Design clock_en_bank, sky130hd; sources not shown.
Run 1, ports around the boundary:
Pins as bars across the die edge, other pins in gray.
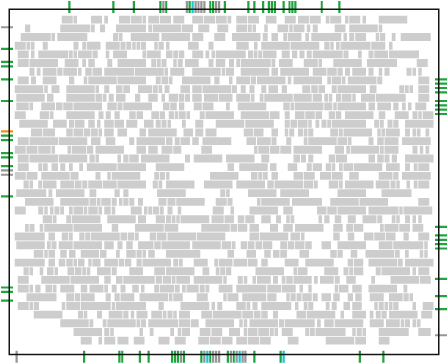
`DIV` -> cyan  # pins 4, direction output, edge 3 south, 1 north
`SYNC` -> orange  # pins 1, direction input, edge west
`DIV_IN` -> green  # pins 68, direction input, edge 21 north, 17 south, 16 east, 14 west
all pins by edge = 30 north, 30 south, 18 west, 17 east
Port Buffers: 93
Die Width: 134 um
Chip Height: 108 um

Run 1, register map, names as in the netlist:
Other sequential cells in the stronger gray, the rest of the logic in the fainter gray.
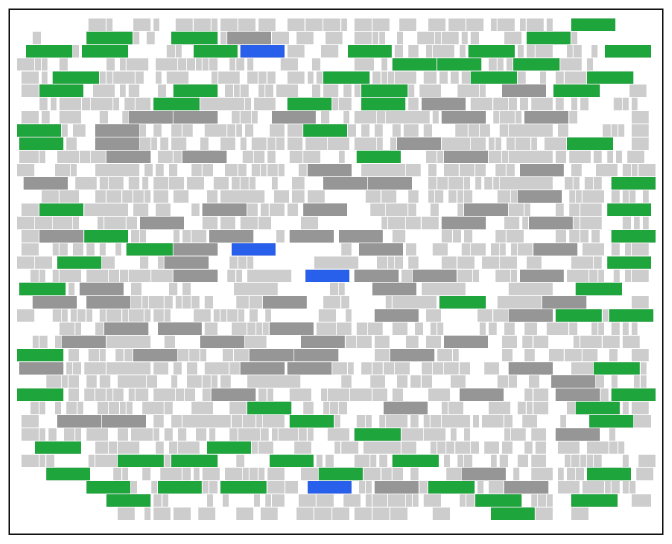
`BUSY` -> blue  # sequential cells 4
`dvr_q` -> green  # sequential cells 68, where widely spread
not colored = 72
Layout Utilization: 73.4%
fraction of area in registers: 36.5%
sequential power: 1.03 mW
Flop area: 0.00364 mm2

Run 1, routing congestion map:
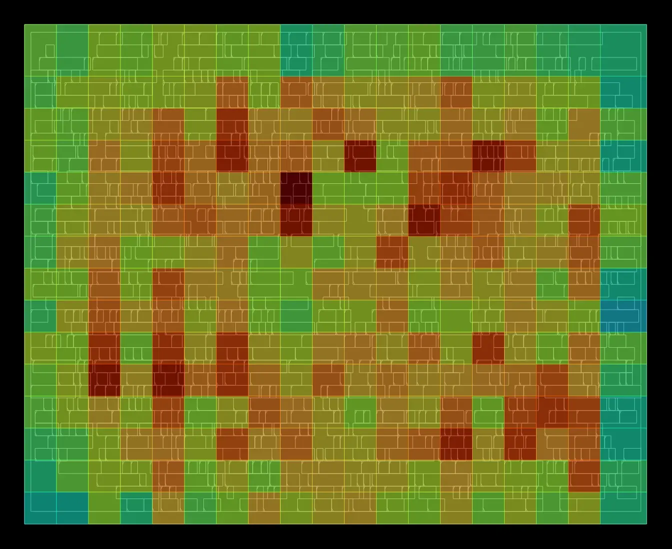
met3 Use GR: 3.95%
Total GRT Usage: 27.0%

==> summary.txt, run 1 <==
run metrics: status=complete, no violations, Final Hold Viols=0, clock root buffer=clkbuf_16, Mapped Avg Cell Area=between 9 and 10 um2, met1 Track Usage GR=36.8%, Syn Inst Count=between 900 and 1000, Logic pwr share=11.1%, dpl cells=1150, DR vias=6948, Routed WL=18500 um, Adder Share, Synth=10.7%, Setup-failing EPs final=0, Final Max Tran Viols=0, share of layout cells above drive strength 1=8.98%, CP arrival=3690 ps, number of cells in Yosys stat=roughly 910, worst hold margin=489 ps, asr flop ratio synth=100%, biggest area consumer among synthesized cells=dfrtp_1, M2 GR Usage=44.2%, CP Class=primary input to register, count leader, synth=nand2_1, r2r setup slk=between 3000 and 4000 ps, max incr delay on CP=a little over 1000 ps, unrepaired setup endpoints after global routing=false, wire per inst=approximately 16 um, routed wl met3=approximately 800 um, most common library cells after synthesis=nand2_1, dfrtp_1, inv_1, o21ai_0, ha_1, Site Rows=38, logic area=0.00425 mm2, clock-net power=just over 1 mW, maximum clock insertion buffer count=2, wire length on met1=8590 um, Pre-Place Util=around 62%, Buf/Inv on CP=1, grt ovf=0, P_leak=4.57 nW, Tcrit/Tclk final=a little over half, first-pass GRT wire length=31300 um, Startpoint Class=primary input, min Tclk post-route=~3300 ps, Min-Delay Path Class=register to register, CTS tree=done, crit path max fanout=36, H-tree Lvls=4, Least-Margin Pin Slew=1140 ps, MaxCap Viol Count=0, vias in the first global route=6731, Setup WS post-layout=2750 ps, tool warnings=27, inverters=about 85, Top cells excl fill/tap=nand2_1, dfrtp_1, clkdlybuf4s50_1, inv_1, o21ai_0, Clk pwr share=44.1%, CTS buffer count=17, Yosys cell types=60, Yosys Warn Count=0, Post-Place Setup Slack=~2400 ps, area grow syn2layout=19.0%, final instance count without filler cells=about 1200, Main area contributors=dfrtp_1, ha_1, dfstp_2, nand2_1, o21ai_0, crit-path leading delay family=simple AND/OR/NAND/NOR gates, gr busiest metal=met2, hold_buf cts=0, combinational gate power=about 260 uW, Seq pwr share=44.8%, Non-clock buffers, area share=9.71%, nonclk buf count=98, post-synthesis xor/xnor area fraction=0.940%, WHS Path Cells=2, average vias per placed instance=5.88, flop count=144, post-synthesis net count=1070, Fillers=~1000, Post-synth seq share=a little over two fifths, die area=0.0145 mm2, Rel. slew slack=23.5%, crit path DRT=6440 ps, Post-CTS Setup Inserts=0, Yosys reg bits=144, clock sinks=144, Top class by area=multi-input combinational cells, synthesized cell area=0.00839 mm2, tap cells=180, Placed Area=0.00941 mm2, Final Skew=13.9 ps, highest-count logic cell in the final layout=nand2_1, Latency at later pin=420 ps, Iteration-0 DRC Markers=492, count of clock buffers in the final design=18, DRC viols=0, Pwr Total=2.30 mW, DRT Pass-1 Iters=5, cts repair resizes=0, CP Cell Sequence=clkdlybuf4s50_1 -> nor2_2 -> nand2_1 -> nor3_2 -> a22o_1, largest net degree at the start of global routing=82, Nets=around 1100, most used flip-flop cell=dfrtp_1, Worst path depth=5, Top Layer Used=met4, Largest type area fraction=33.4%, Ports=95, Antenna Violating Nets Remaining=0, initial antenna violation count=0, Dominant combinational family=simple AND/OR/NAND/NOR gates, critical path capture point type=register
--- run 2 (diff from run 1) ---
- ABC_CLOCK_PERIOD_IN_PS: 6100 -> 3000
- CORE_UTILIZATION: 60 -> 52
- PLACE_DENSITY: 0.82 -> 0.76
- clock period: 6.1 -> 3 ns (I/O delays scaled with it)
Run 2, routing congestion map:
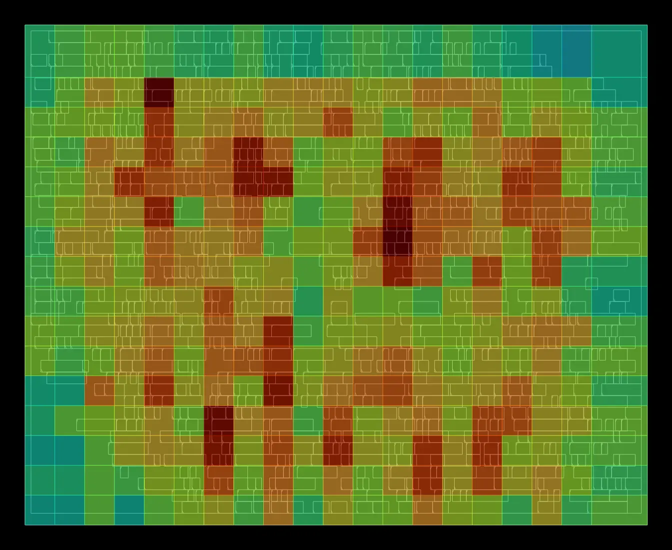
Layout Utilization: 64.8%
met1 Track Usage GR: 33.6%
gr busiest metal: met2
met3 Use GR: 4.21%

Run 2, clock distribution:
Bar = 50 um.
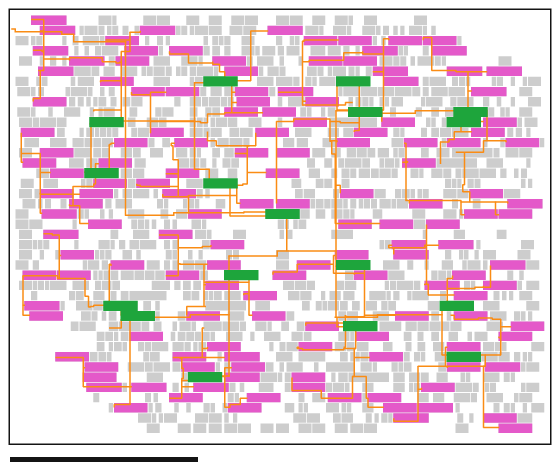
clock wires -> orange  # length 1930 um
flip-flops -> magenta  # count 144
clock drivers -> green  # count 17
routed clock nets = 18
flops lie = widely spread
clock-net power: 2.32 mW
Clk pwr share: 47.0%
Latency at later pin: 430 ps

==> run 2 against run 1 <==
Routed wire length increased by 2.9%. Synthesized area unchanged. Sequential share of layout area decreased by 0.79 points. Setup slack got worse by 2500 ps. Critical endpoint is now cnt_q[3]. Largest cell class unchanged.
==> summary.txt, run 2 <==
run metrics: status=complete, no violations, Final Max Tran Viols=0 (unchanged), most used flip-flop cell=dfrtp_1, initial antenna violation count=0 (unchanged), Ports=95 (unchanged), worst hold margin=497 ps (+8.17 ps), Mapped Avg Cell Area=9.21 um2 (unchanged), Seq pwr share=42.3% (-2.5 points), Achievable Freq=roughly 0.37 GHz, Die Width=144 um (+7.3%), Pwr Total=4.95 mW (+120%), flop count=144 (unchanged), cts repair resizes=0 (unchanged), Tcrit/Tclk final=between 90% and 100%, crit path DRT=3360 ps (-3080 ps), Top class by area=multi-input combinational cells, DP HPWL=13500 um, area grow syn2layout=21.7%, MaxCap Viol Count=0 (unchanged), Largest type area fraction=33.4% (unchanged), synthesized cell area=0.00839 mm2 (unchanged), CTS tree=done, P_leak=4.66 nW (+2.0%), Yosys chip area=0.00839 mm2, Iteration-0 DRC Markers=600 (+22%), CP Cell Sequence=inv_1 -> ha_1 -> a21oi_1 -> o21ai_1 -> a221o_1 -> nor4_4 -> a22o_1, Worst path depth=7 (+2), Adder Share, Synth=10.7% (unchanged), post-synthesis xor/xnor area fraction=0.940% (unchanged), final instance count without filler cells=1230 (+4.1%), Min-Delay Path Class=register to register, Least-Margin Pin Slew=941 ps (-204 ps), Main area contributors=dfrtp_1, ha_1, dfstp_2, nand2_1, o21ai_0, Sw Ratio=roughly 23%, asr flop ratio synth=100% (unchanged), inverters=85 (unchanged), Setup-failing EPs final=0 (unchanged), wire per inst=15.4 um (-1.2%), crit path max fanout=17 (-53%), clock root buffer=clkbuf_16, fraction of area in registers=35.7% (-0.79 points), critical path capture point type=register, Yosys cell types=60 (unchanged), Pre-Place Util=53.3% (-8.4 points), vias in the first global route=6877 (+2.2%), Top cells excl fill/tap=nand2_1, dfrtp_1, clkdlybuf4s50_1, inv_1, o21ai_0, count of clock buffers in the final design=22 (+4), Yosys reg bits=144 (unchanged), count leader, synth=nand2_1, Buf/Inv on CP=1 (unchanged), number of cells in Yosys stat=911 (unchanged), Fillers=1291 (+26%), Psw=1.15 mW, CP arrival=3070 ps (-620 ps), die area=0.0166 mm2 (+15%), Post-Place Setup Slack=312 ps (-2090 ps), Post-CTS Setup Inserts=0 (unchanged), Setup WS post-layout=299 ps (-2450 ps), Final Skew=5.73 ps (-8.21 ps), M2 GR Usage=40.4% (-3.9 points), Chip Height=116 um (+7.3%), DR vias=7019 (+1.0%), logic gate fraction of the total cell area=41.7%, routed wl met3=770 um (-5.2%), most common library cells after synthesis=nand2_1, dfrtp_1, inv_1, o21ai_0, ha_1, nonclk buf count=111 (+13%), Top Layer Used=met4, tap cells=215 (+19%), Met2 Wirelength=8930 um, r2r setup slk=300 ps (-2710 ps), tool warnings=27 (unchanged), CP Class=register to register, Rel. slew slack=36.8% (+13 points), Final Hold Viols=0 (unchanged), sequential power=2.09 mW (+100%), Placed Area=0.00956 mm2 (+1.6%), crit-path leading delay family=AND-OR/OR-AND gates, biggest area consumer among synthesized cells=dfrtp_1, Non-clock buffers, area share=10.6% (+0.89 points), first-pass GRT wire length=32500 um (+3.9%), maximum clock insertion buffer count=2 (unchanged), Post-synth seq share=43.4% (unchanged), Total GRT Usage=24.8% (-2.3 points), Logic pwr share=10.7% (-0.4 points), dpl cells=1197 (+4.1%), grt ovf=0 (unchanged), Port Buffers=93 (unchanged), wire length on met1=9010 um (+4.9%), CTS buffer count=17 (unchanged), Routed WL=19000 um (+2.9%), DRC viols=0 (unchanged), Flop area=0.00364 mm2 (unchanged), H-tree Lvls=4 (unchanged), max incr delay on CP=870 ps (-140 ps), largest net degree at the start of global routing=61 (-26%), Site Rows=41 (+7.9%), unrepaired setup endpoints after global routing=false, average vias per placed instance=5.71 (-2.9%), highest-count logic cell in the final layout=nand2_1, min Tclk post-route=between 2000 and 3000 ps, Yosys Warn Count=0 (unchanged), Nets=1161 (+1.1%), clock sinks=144 (unchanged), mux share=1.52%, post-synthesis net count=1070 (unchanged), combinational gate power=530 uW (+110%), Syn Inst Count=911 (unchanged), Dominant combinational family=simple AND/OR/NAND/NOR gates, Antenna Violating Nets Remaining=0 (unchanged), DRT Pass-1 Iters=7 (+2), logic area=0.00425 mm2 (unchanged), WHS Path Cells=2 (unchanged), share of layout cells above drive strength 1=9.75% (+0.77 points), hold_buf cts=1 (+1), Startpoint Class=register
Power figures rest on the tool's default switching activity, not on a simulated workload.
